File: config.mk
export PLATFORM = sky130hd
export DESIGN_NAME = sweep_timer
export DESIGN_NICKNAME = d
export VERILOG_FILES = /design/src/rtl/up_down_sweep_checker_timer.sv
export SDC_FILE = /design/constraint.sdc
export NUM_CORES = 1
export LEC_CHECK = 0
export ABC_CLOCK_PERIOD_IN_PS = 2100
export CAP_MARGIN = 10
export CORE_AREA = 4 4 41 43
export CTS_BUF_LIST = sky130_fd_sc_hd__clkbuf_2 sky130_fd_sc_hd__clkbuf_4 sky130_fd_sc_hd__clkbuf_8
export DETAILED_ROUTE_END_ITERATION = 10
export DIE_AREA = 0 0 45 47
export PLACE_DENSITY = 0.4
export SLEW_MARGIN = 10
export SYNTH_ARGS = -nofsm -noshare
export SYNTH_HDL_FRONTEND = slang
export SYNTH_SLANG_ARGS = --single-unit
File: constraint.sdc
create_clock -name in_clock -period 2.1 [get_ports in_clock]
set_input_delay 0.525 -clock in_clock [delete_from_list [all_inputs] [get_ports in_clock]]
set_output_delay 0.525 -clock in_clock [all_outputs]
set_load 0.01 [all_outputs]
File: src/rtl/up_down_sweep_checker_timer.sv
// Clearable cycle counter that saturates at TIMEOUT-1 and flags that terminal
// count; bounds how long the checker waits for the counter to go ready.
module sweep_timer #(
  parameter int TIMEOUT = 32
) (
  input  logic in_clock,
  input  logic in_reset_n,
  input  logic i_clr,
  input  logic i_en,
  output logic o_term
);

  localparam int TW = (TIMEOUT > 2) ? $clog2(TIMEOUT) : 1;
  localparam logic [TW-1:0] TERM = TW'(TIMEOUT - 1);

  logic [TW-1:0] r_count;
  logic          w_term;

  assign w_term = (r_count == TERM);
  assign o_term = w_term;

  always_ff @(posedge in_clock or negedge in_reset_n) begin
    if (!in_reset_n) begin
      r_count <= '0;
    end else if (i_clr) begin
      r_count <= '0;
    end else if (i_en && !w_term) begin
      r_count <= r_count + 1'b1;
    end
  end

endmodule

==> results.txt, run 1 <==
Item: results of the latest flow run.

- The area fraction in mux cells is 8.04%.
- The total iterations of the first detailed-routing run is 1.
- The fraction of synthesis flops using an asynchronous set or reset pin is 100%.
- Ranked by instance count, the synthesized netlist is headed by dfrtp_1, nor2_1, ha_1, mux2i_1, xor2_1.
- The fraction of final layout cells with drive strength greater than 1 is a little over an eighth.
- The slack of the worst reg-to-reg path is around 280 ps.
- The die outline area is roughly 2100 um2.
- The clock input transition at the sequential cells of the worst setup and hold paths is approximately 40 ps.
- Synthesis instantiated 13 different standard cells from the library.
- The sort of element at the start of the critical path is a flip-flop.
- The post-route clock skew is roughly 0.11 ps.
- Per the post-synthesis report, the number of cells in the design is 23.
- Per report_power, the combinational group accounts for under 10% of the total.
- Looking at the clock tree report, the H-tree level count equals 1.
- The timing report lists the critical path depth as 4 cells.
- In this run, the number of DRC markers left after iteration 0 of detailed routing was 0.
- The run finished with clean final reports.
- The mapped netlist covers approximately 250 um2.
- Among the non-sequential cells, simple AND/OR/NAND/NOR gates take the most area.
- Summing all multi-input logic gate instances after layout gives ~120 um2.
- The final layout net count is 37.
- The slew at the pin with the worst max-slew slack is roughly 250 ps.
- The worst-case setup slack after placement is 127 ps.
- The mean instance size in the synthesized netlist is roughly 11 um2.
- The simple-gate share of the synthesized area is a little under a fifth.
- Of the total power, the clock network draws 49.5%.
- OpenSTA lists the critical path endpoint as o_term.
- The first-pass GRT wire length is about 800 um.
- The all-layer global routing usage is 5.63%.
- Per the final report, the share of cell area in clock cells is ~9.1%.
- The reg-to-reg startpoint is r_count[0]$_DFFE_PN0P_.
- The quantity of gates resized following cts is 1.
- The number of vias per cell after detailed routing is around 4.0.
- The combined buffer and inverter count along the critical path is 1.
- The biggest fanout along the worst timing path is 3.
- The share of total power consumed by net switching is 20.4%.
- The sequential cell fraction of total power is a little over two fifths.
- More flip-flops sit in one register than any other, and that register is r_count.
- Summed over all sequential cells, the power is a little over 0.1 mW.
- The critical path starts at r_count[0]$_DFFE_PN0P_.
- The class of the tightest hold or removal check is input port to asynchronous set/reset pin.
- The number of placed instances, taps included is roughly 41.
- In the synthesized netlist the dominant register cell turns out to be dfrtp_1.
- In this run, the synthesized area fraction spent on xor and xnor cells is recorded as under 10%.
- The buffer count excluding the clock tree in the final layout is 4.
- The total of max-cap violations is 0.
- Summed over all failing endpoints, the final setup total negative slack is 0 ps.
- The number of max-slew violations in the final report is 0.
- The longest incremental delay of any stage on the critical path is reported as approximately 400 ps.
- The fraction of cell area in sequential cells is reported as 37.7%.
- The number of synthesized register bits is 5.
- Per the detail_route log, the uppermost layer with routed signals is met3.
- The combinational power reported by the tool is slightly below 0.02 mW.
- Entering global routing, the biggest net connects 6 pins.
- The most used logic cell in the final layout is dfrtp_1.
- In this run the clock root is driven by a clkbuf_4.
- Per the OpenROAD floorplan log, the width of the die is 45 um.
- After detailed routing, the wire length on met1 is approximately 200 um.
- The share of the Yosys chip area taken by registers is around half.
- The number of ports placed on the die boundary is 5.
- The internal portion of the total power is 0.196 mW.
- According to the timing report, the data required time at the worst endpoint equals 1570 ps.
- At the worst endpoint, the arrival time is 1500 ps.
- Overall power consumption after layout is estimated at ~0.25 mW.
- Measured on the final layout, buffering overhead outside the clock network stands at between 10% and 20%.
- The repair_antennas step left the layout with diodes totalling 0.
- The met2 routed wirelength is 193 um.
Fig. 1: run 1, wires at chosen ports, followed through buffers
Scale bar: 10 um.
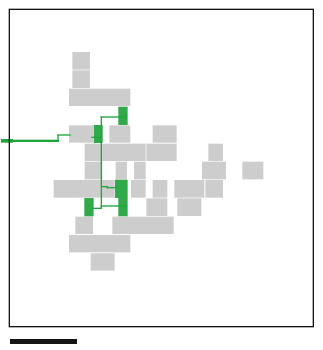
| port | colour | bits | direction | end cells | buffers | wire |
|---|---|---|---|---|---|---|
| i_clr | green | 1 | input | 5 | 1 | 36.9 um |

Fig. 2: run 1, M1 wires
Supply wires on this layer in grey. Cells faint in the background.
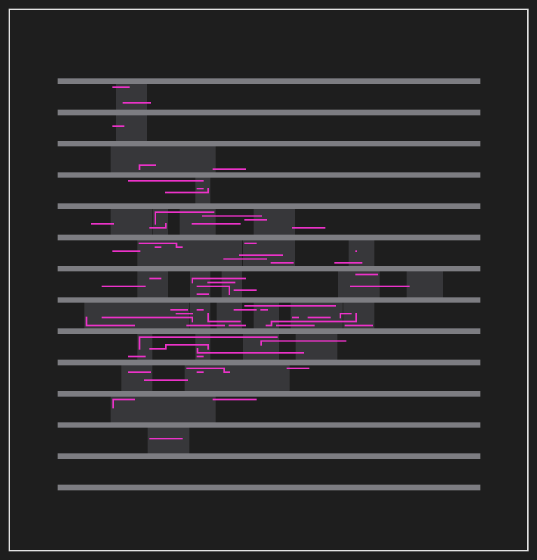
nets with wire on the layer: 33
wire length on this layer: 199 um
main direction: horizontal
longest straight run: 12.0 um
count of vias placed by the detailed router: 179
global-route track usage on met1: 6.44%

Fig. 3: run 1, signal wires on met2
Cells faint in the background.
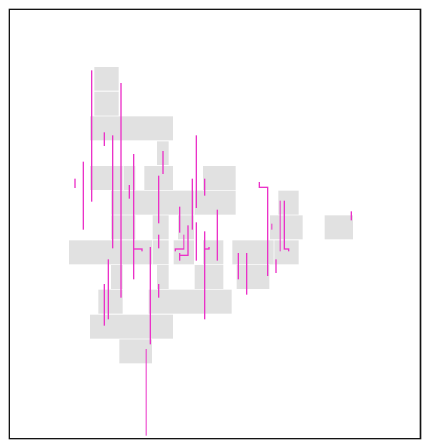
wire length on this layer: 194 um
nets with wire on the layer: 29
longest straight run: 23.5 um
share of all routed wire: 45%
main direction: vertical
detailed-route wire length: 429 um
grt met2 use: 7.34%

Fig. 4: run 1, cells by drive strength
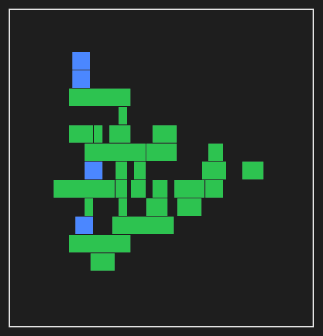
| size | colour | cells | share |
|---|---|---|---|
| x3 and x4 | blue | 4 | 13% |
| x1 and smaller | green | 26 | 87% |
final worst setup slack: 78.9 ps
Layout Area Growth over Synthesis: 33.2%

==> run 1 -> run 2 <==
- CTS_CLUSTER_DIAMETER: not set -> 50
Fig. 5: run 2, signal wires on met2
Cells faint in the background.
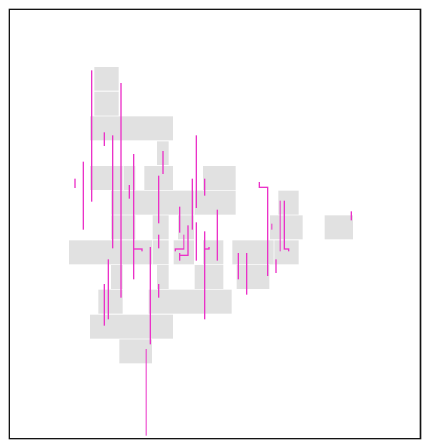
longest straight run: 23.5 um
share of all routed wire: 45%
nets with wire on the layer: 29
wire length on this layer: 194 um

Fig. 6: run 2, M1 wires
Supply wires on this layer in grey. Cells faint in the background.
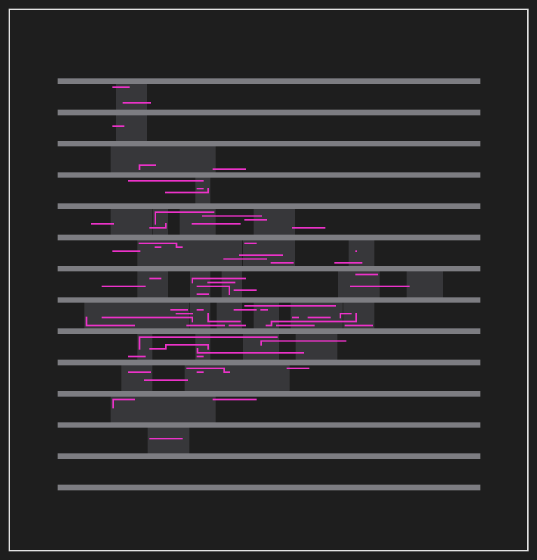
main direction: horizontal
share of all routed wire: 46%
wire length on this layer: 199 um
longest straight run: 12.0 um

Fig. 7: run 2, cells by drive strength
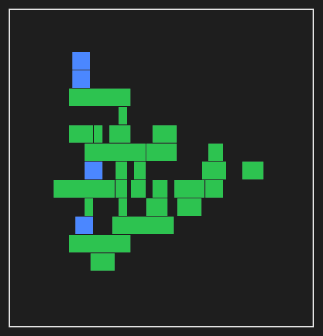
| size | colour | cells | share |
|---|---|---|---|
| x1 and smaller | green | 26 | 87% |
| x3 and x4 | blue | 4 | 13% |
Non-Filler Cell Area, Final: 332 um2
buffers outside the clock class: 4

==> run 2 against run 1 <==
Maximum frequency stayed put. Sequential share of layout area stayed put. Via count stayed put. Critical endpoint unchanged. Highest routed layer unchanged.
==> results.txt, run 2 <==
Item: results of the latest flow run.

- The number of synthesized register bits is 5 (unchanged).
- The relative contribution of combinational cells to total power came to 8.0% (about the same).
- The total of max-cap violations is 0 (unchanged).
- The global routing met2 resource utilization is 7.34% (unchanged).
- The required time of the critical path was 1570 ps (about the same).
- The first-pass GRT wire length is 814 um (unchanged).
- After detailed routing, no signal wire sits above met3.
- The post-synth design cell area was 249 um2 (unchanged).
- STA classifies the critical path startpoint as a flip-flop.
- The xor/xnor share of the synthesized area came to 7.04% (unchanged).
- The area growth from synthesis to layout came to 33.2% (unchanged).
- The clock-cell share of area is 9.06% (unchanged).
- The setup TNS is 0 ps (unchanged).
- The mean instance size in the synthesized netlist was 10.8 um2 (unchanged).
- The most flop-heavy register is r_count.
- The antenna diode count came to 0 (unchanged).
- The sequential cell fraction of total power is 42.4% (about the same).
- For the worst reg-to-reg path, the startpoint reported by OpenROAD is r_count[0]$_DFFE_PN0P_.
- The area fraction in mux cells is 8.04% (unchanged).
- The number of gates on the worst path with buffers counted is 4 (unchanged).
- The flow ran to the end, and the final reports show no timing, DRC or antenna violations.
- The post-route clock skew came to 0.109 ps (unchanged).
- The tree is rooted in a clkbuf_4.
- The combinational gate area is 119 um2 (unchanged).
- The number of different library cells in the post-synthesis netlist came to 13 (unchanged).
- The combinational group power came to 0.0197 mW (about the same).
- The chip width was 45 um (unchanged).
- The count of routing violations after the opening detailed-route iteration came to 0 (unchanged).
- The slack of the worst reg-to-reg path is 280 ps (about the same).
- The total length of routed wires is 429 um (unchanged).
- The biggest fanout along the worst timing path is 3 (unchanged).
- The maximum single-stage delay on the critical path came to 400 ps (about the same).
- The all-layer global routing usage was 5.63% (unchanged).
- The die outline area was 2120 um2 (unchanged).
- The simple-gate share of the synthesized area is 18.6% (unchanged).
- The quantity of gates resized following cts is 1 (unchanged).
- The clock input transition at the sequential cells of the worst setup and hold paths was 40 ps (about the same).
- The fraction of synthesis flops using an asynchronous set or reset pin is 100% (unchanged).
- The met2 routed wirelength is 193 um (unchanged).
- The power consumed by sequential cells is 0.104 mW (about the same).
- The fraction of final layout cells with drive strength greater than 1 is 13.3% (unchanged).
- The routing usage on met1 was 6.44% (unchanged).
- The portion of the layout cell area used by non-clock buffers was 11.7% (unchanged).
- The number of ports placed on the die boundary is 5 (unchanged).
- The number of vias in the routed layout came to 179 (unchanged).
Fig. 8: run 2, wires at chosen ports, followed through buffers
Scale bar: 10 um.
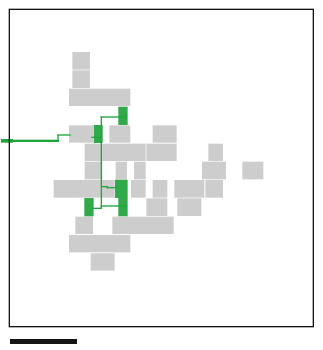

==> run 2 -> run 3 <==
- CORE_AREA: 4 4 41 43 -> 2 2 39 41
- DIE_AREA: 0 0 45 47 -> 0 0 41 43
- SETUP_SLACK_MARGIN: not set -> 0.4
Fig. 9: run 3, wires at chosen ports, followed through buffers
Scale bar: 10 um.
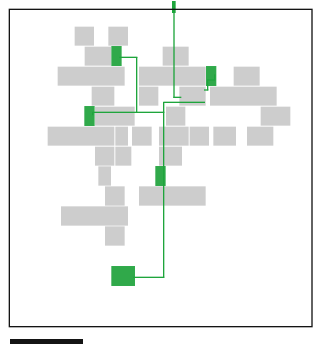
| port | colour | bits | direction | end cells | buffers | wire |
|---|---|---|---|---|---|---|
| i_clr | green | 1 | input | 5 | 1 | 69.2 um |
num ports: 5
quantity of I/O buffers inserted on ports: 4

Fig. 10: run 3, M1 wires
Supply wires on this layer in grey. Cells faint in the background.
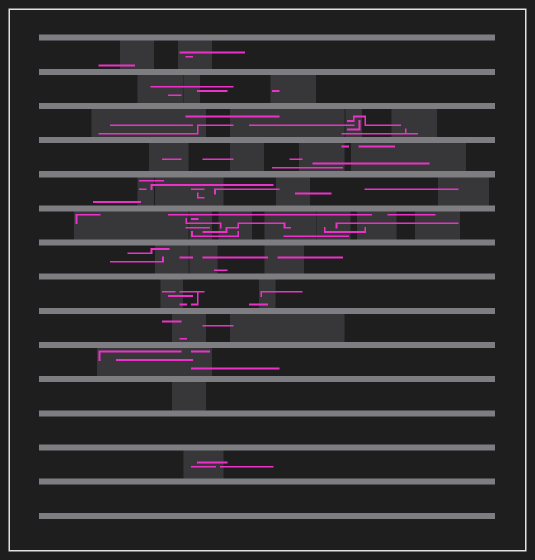
longest straight run: 16.1 um
share of all routed wire: 44%
nets with wire on the layer: 36
detailed-route wire length: 557 um
count of vias placed by the detailed router: 206

Fig. 11: run 3, cells by drive strength
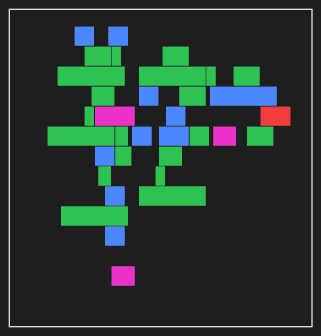
| size | colour | cells | share |
|---|---|---|---|
| x6 and larger | red | 1 | 2.9% |
| x1 and smaller | green | 20 | 59% |
| x2 | magenta | 3 | 8.8% |
| x3 and x4 | blue | 10 | 29% |
final worst setup slack: 333 ps
Non-Filler Cell Area, Final: 392 um2
Layout Area Growth over Synthesis: 57.3%
buffers outside the clock class: 8

==> run 3 against run 2 <==
Maximum frequency is 14% higher. Synthesized cell count stayed put. Final area is 18% higher. Die area is 17% lower. Total power is 5.6% higher. Non-clock buffer count is 4 higher. First-iteration DRC count stayed put. Setup slack better by 250 ps. Critical path type unchanged. Largest cell class is now multi-input combinational cells.
==> results.txt, run 3 <==
Item: results of the latest flow run.

- The met2 routed wirelength is 290 um (+50%).
- TritonCTS built the clock tree.
- Per the synthesis report, the AND-OR/OR-AND share of the synthesized area is between 4 and 5%.
- TritonRoute output was used to compute an average wire per cell of 11.1 um.
- For this run, design rule violations remaining after detail routing come to 0.
- The number of synthesized register bits came to 5 (unchanged).
- The number of placed instances, taps included is roughly 42.
- The path type of the worst setup path is flip-flop to output pin.
- The xor/xnor share of the synthesized area is 7.04% (unchanged).
- The area fraction in mux cells is 8.04% (unchanged).
- The count of routing violations after the opening detailed-route iteration is 0 (unchanged).
- The clock network accounts for 48.0% of the total power.
- Power comes to around 0.26 mW.
- The area of the placeable core is 1380 um2.
- The leakage component of the power was reported as roughly 0.18 nW.
- The final timing summary puts the cycle share of the worst path at around 84%.
- The post-route clock skew was 4.20 ps (+4.09 ps).
- The worst register-to-register path ends at r_count[3]$_DFFE_PN0P_.
- The chip width is 41 um (-8.9%).
- The all-layer global routing usage is 8.58% (+2.9 points).
- Nets still carrying antenna violations after routing amount to 0.
- The portion of the layout cell area used by non-clock buffers came to 18.2% (+6.5 points).
- The count of warning messages emitted by the tools is 28.
- The initial utilization of the core area, before any placement, comes to 18.0%.
- The clock-cell share of area was 7.67% (-1.4 points).
- The count of warnings emitted by yosys is 0.
- Global route summary, busiest routing layer listed as met2.
- The biggest slice of the area belongs to multi-input combinational cells.
- Per the synthesis report, the dominant area consumer among library cells is dfrtp_1.
- Clock network power for this build is about 0.12 mW.
- The number of buffers created by CTS is 3.
- The relative contribution of combinational cells to total power is 12.3% (+4.3 points).
- For this run, the detailed router's first-pass iteration total came to 1.
- The routing usage on met1 is 10.1% (+3.7 points).
- The routed design could run at a clock period as short as ~1800 ps.
- Detailed placement reports a standard cell area of 309 um2.
- The sequential cell fraction of total power is 39.7% (-2.7 points).
- The largest net degree at the start of global routing is 6.
- The antenna diode count is 0 (unchanged).
- The die height is around 43 um.
- The number of different library cells in the post-synthesis netlist was 13 (unchanged).
- The remaining max-slew budget at the tightest pin is 83.2%.
- The quantity of gates resized following cts was 8 (+7).
- The most used logic cell in the final layout is dfrtp_1.
- The setup TNS came to 0 ps (unchanged).
- More flip-flops sit in one register than any other, and that register is r_count.
- The clock input transition at the sequential cells of the worst setup and hold paths is 50 ps (about the same).
- According to the timing report, the critical path is launched from r_count[0]$_DFFE_PN0P_.
- The combinational group power is 0.0319 mW (+62%).
- The final layout net count is a little over 40.
- The required time of the critical path was 1570 ps (about the same).
- Post-synth the commonest register cell is dfrtp_1.
- The flow ran to the end, and the final reports show no timing, DRC or antenna violations.
- The number of clock-tree buffers in the layout is 4.
- In the final routing, the length of wire on met1 measures about 250 um.
- The count of filler cells inserted in the layout is between 150 and 200.
- The total of max-cap violations was 0 (unchanged).
- The detailed router used layers up to and including met3.
- The maximum single-stage delay on the critical path came to 380 ps (-20 ps).
- Looking at the reg2reg group, the worst path starts from r_count[0]$_DFFE_PN0P_.
- Per the breakdown, switching nets consume 21.5% of all power.
- The number of gates on the worst path with buffers counted was 4 (unchanged).
- The tree is rooted in a clkbuf_4.
- The initial antenna violation count is 0.
- The final non-filler cell total is ~50.
- The slack of the worst reg-to-reg path is 420 ps (+140 ps).
- The simple-gate share of the synthesized area is 18.6% (unchanged).
- The fraction of area in registers is approximately a third.
- The number of flops mapped to enable cells by yosys is 0.
- The mean instance size in the synthesized netlist was 10.8 um2 (unchanged).
- The biggest fanout along the worst timing path is 3 (unchanged).
- The register with the most flip-flops in the layout has 5 of them.
- The fraction of final layout cells with drive strength greater than 1 was 41.2% (+28 points).
- The combinational gate area is 145 um2 (+22%).
- STA classifies the critical path startpoint as a flip-flop.
- The clock latency at the later pin of the worst-skew pair is 240 ps.
- The post-synth design cell area is 249 um2 (unchanged).
- The first-pass GRT wire length came to 979 um (+20%).
- The fraction of synthesis flops using an asynchronous set or reset pin is 100% (unchanged).
- The slew at the pin with the worst max-slew slack is about 250 ps.
- Per STA, the worst path is made up of ha_2, and3_4, ha_4, buf_6.
- The die outline area is 1760 um2 (-17%).
- The power consumed by sequential cells is 0.103 mW (about the same).
- The global routing met2 resource utilization is 12.2% (+4.8 points).
- The synthesized netlist handed to floorplanning was reported with a cell count of 23.
- Sorting the synthesized cells by how often they occur yields dfrtp_1, nor2_1, ha_1, mux2i_1, xor2_1.
Power and IR drop assume default switching activity.
